Design uart_tx_arbiter, sky130hd; sources not shown.
Fig. 1: signal wires by layer
Bar = 20 µm.
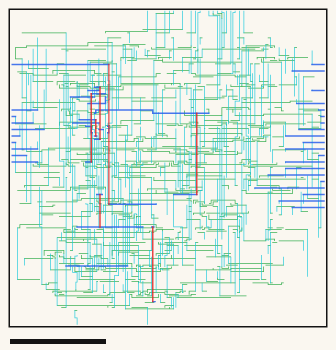
met3 -> blue  # wire length 265 µm
met1 -> green  # wire length 2000 µm
met2 -> cyan  # wire length 2190 µm
met4 -> red  # wire length 97.2 µm
DR WL/cell: 14.23 µm
total track usage: 22.89%

Fig. 2: gate-type map
Bar = 20 µm.
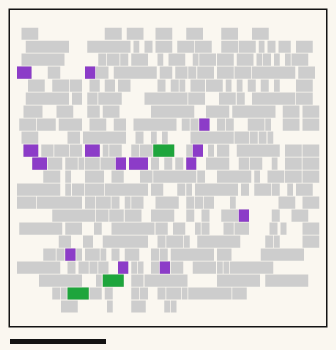
adder and majority cells -> green  # cells 3, most used ha_1
AND and OR gates -> purple  # cells 14, most used and3_1
fin cells: 320
most frequent logic cell in the layout: clkdlybuf4s50_1
Comb area share: 36.71%

Fig. 3: routing congestion map
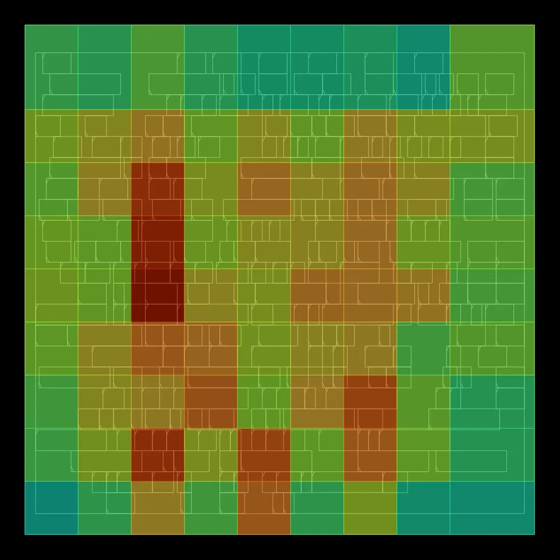
met1 GRT Util: 28.57%
GRT busiest layer: met2
Core Util, Final: 69.53%
grt met3 use: 5.517%

==> Slide: Implementation Results <==
Key Metrics from the Run

Logic synthesis
  – Ys flops: 33
  – Synthesized area: 0.001853 mm²
  – Post-synthesis cell count: 203
  – Yosys warning total: 0
  – # Cells Yosys: 203
  – Top-area cell share: 43.21%
  – FFs w/ async S/R, synth: 100.0%
  – Synth top area cells: dfrtp_1, mux2i_1, o21ai_0
  – Mean Syn Cell Area: 9.128 µm²
  – Cell type with the largest total area: dfrtp_1
  – Distinct lib cells used: 39
  – Yosys chip area: 0.001853 mm²
  – Number of enable flip-flop cells: 0
  – Dominant flop cell: dfrtp_1
  – Post-synth seq share: 44.63%

Final layout
  – Ratio of cells with drive above 1 in the final layout: 16.54%
  – Top Layout Cells: clkdlybuf4s50_1, dfrtp_1, buf_4
  – ANT cells: 0
  – Final nets: 308
  – Final cell area excluding filler cells: 0.002641 mm²
  – Area delta synth->final: 42.54%

Global routing
  – Vias in the first global route: 1615
  – Grt total ovfl: 0
  – Pin count of the biggest net entering global routing: 34
  – Initial antenna violation count: 0
  – First-pass GRT wire length: 7472 µm

CTS
  – CTS clk-pin slew, worst paths: 0.06 ns
  – CTS root buffer: clkbuf_8
  – CTS Hold Buffers Added: 0
  – CTS Buf Count: 5
  – TritonCTS Sinks: 33
  – Clock tree buffer depth: 2
  – Worst-Skew Late Latency: 0.28 ns
  – Htree depth: 2
  – CTS tree: yes

Timing
  – Final hold vios: 0
  – Pins over their slew limit: 0
  – Setup violators final: 3
  – Max Fclk: 471.3 MHz
  – Clk_skew: 0.003640 ns
  – Worst Max-Slew Pin Slew: 0.4255 ns
  – Tcrit/Tclk final: 101.0%
  – Slew HR: 71.63%
  – Min Tclk post-route: 2.122 ns
  – Unrepaired setup endpoints after global routing: true
  – Final WS setup: -0.02201 ns

Power and ir drop
  – Maximum VDD drop: 0.6714 mV
  – Total Power: 3.024 mW
  – Pleak: 1.176 nW
  – PwrDens: 1145 mW/mm²

Critical path
  – Worst R2R Setup Slack: 0.08 ns
  – R2R cell count: 7
  – Crit path DAT: 1.60 ns
  – CP startpoint kind: flip-flop
  – Crit-path max FO: 4
  – CP Data Required Time: 1.57 ns
  – CP Class: reg2out
  – Worst Setup End Kind: primary output

Flow run
  – Tool warning count: 28
  – Max cap viols: 0

Routing
  – Post-Route WL: 4554 µm
  – 1st-iter DRT viols: 59
  – Detailed Routing Iterations Pass 1: 4
  – Residual DRC count: 0
  – Vias per Instance: 5.400
  – Antenna-violating nets left: 0
  – DR vias: 1728

Floorplanning
  – FP Util: 48.78%
  – Core Footprint: 0.003799 mm²
  – Die H: 66.17 µm
  – Die area: 0.004378 mm²
  – Die W: 66.17 µm
  – Num ports: 49
  – # rows: 22

Place
  – Port bufs: 48
  – Pre-CTS setup slack: -0.7737 ns
  – Hpwl dp: 3262 µm
  – GPL Wtd Cong: 0.8280
  – DP Area: 0.002511 mm²

Run status
  – Failing checks: setup timing
  – Status: finished with violations

Min path
  – Worst Hold Class: reg2reg
  – Hold Path Stages: 2
metrics by stage:
| step | hold WS (ns) | cells | setup TNS, ns | utilization (%) |
|---|---|---|---|---|
| finish | 0.4747 | 320 | -0.05655 | 69.53 |
| global route | 0.5059 | 320 | -0.2392 | 69.53 |
| CTS | 0.4838 | 320 | -0.09877 | 69.33 |
| detailed placement | 0.4697 | 311 | -7.468 | 66.11 |
| global placement | 0.4598 | 311 | -7.013 | 66.11 |
| floorplan | 0.4746 | 192 | -3.758 | - |
synthesized netlist by cell type, drive strengths merged, types with 3 or more instances:
| cell | count |
|---|---|
| nand2b | 3 |
| and3 | 7 |
| xor2 | 3 |
| nor2 | 17 |
| nor2b | 3 |
| a32o | 6 |
| ha | 3 |
| and2 | 3 |
| inv | 5 |
| nand4 | 3 |
| xnor2 | 3 |
| clkbuf | 7 |
| o21ai | 21 |
| o22ai | 3 |
| dfrtp | 32 |
| nand2 | 20 |
| mux2i | 11 |
| buf | 4 |
| nand3 | 10 |
| a21oi | 18 |
metal layers:
layer | global-route usage [%] | share of wire, % | vias to the layer above
met5 | 0 | 0 | -
met4 | 9.574 | 2.1 | 0
met3 | 5.517 | 5.8 | 14
met2 | 37.63 | 48 | 61
met1 | 28.57 | 44 | 792
li1 | - | - | 861
worst max-delay path, stage by stage, from the launching register on:
cell and delay, ns:
dfrtp_1 0.40, mux2i_1 0.14, o22a_1 0.23, or2_4 0.25, clkinv_4 0.06, and2_4 0.13, buf_6 0.11
power by group:
| group | internal, mW | leakage (nW) | switching [mW] |
|---|---|---|---|
| sequential | 0.839 | 0.427 | 0.158 |
| combinational | 0.769 | 0.704 | 0.787 |
| clock | 0.260 | 0.0443 | 0.212 |
| total | 1.87 | 1.18 | 1.16 |
what timing repair did:
item	4_1_cts	5_1_grt
pin swaps	3	4
endpoints found under the setup margin	9	10
gates resized	29	4
buffers inserted	2	1
kinds of logic (layout without fill, tap and decap cells):
group / Yosys count / count (layout) / share of synthesized area (%)
compound gates: 57 / 57 / 19.51
simple gates: 74 / 74 / 19.58
fa+ha+maj: 3 / 3 / 2.026
flops: 33 / 33 / 44.63
buf+inv: 17 / 86 / 4.254
xor+xnor: 6 / 6 / 2.836
mux: 13 / 13 / 7.157
cell type report:
type,instances,area [µm²]
clock buffers,7,86.33
fillers,318,1157
inverters,6,27.53
multi-input cells,153,969.7
flip-flops and latches,33,828.3
well taps,48,60.06
repair buffers,73,669.4
No activity file was given, so power comes from the tool's default toggle rates.
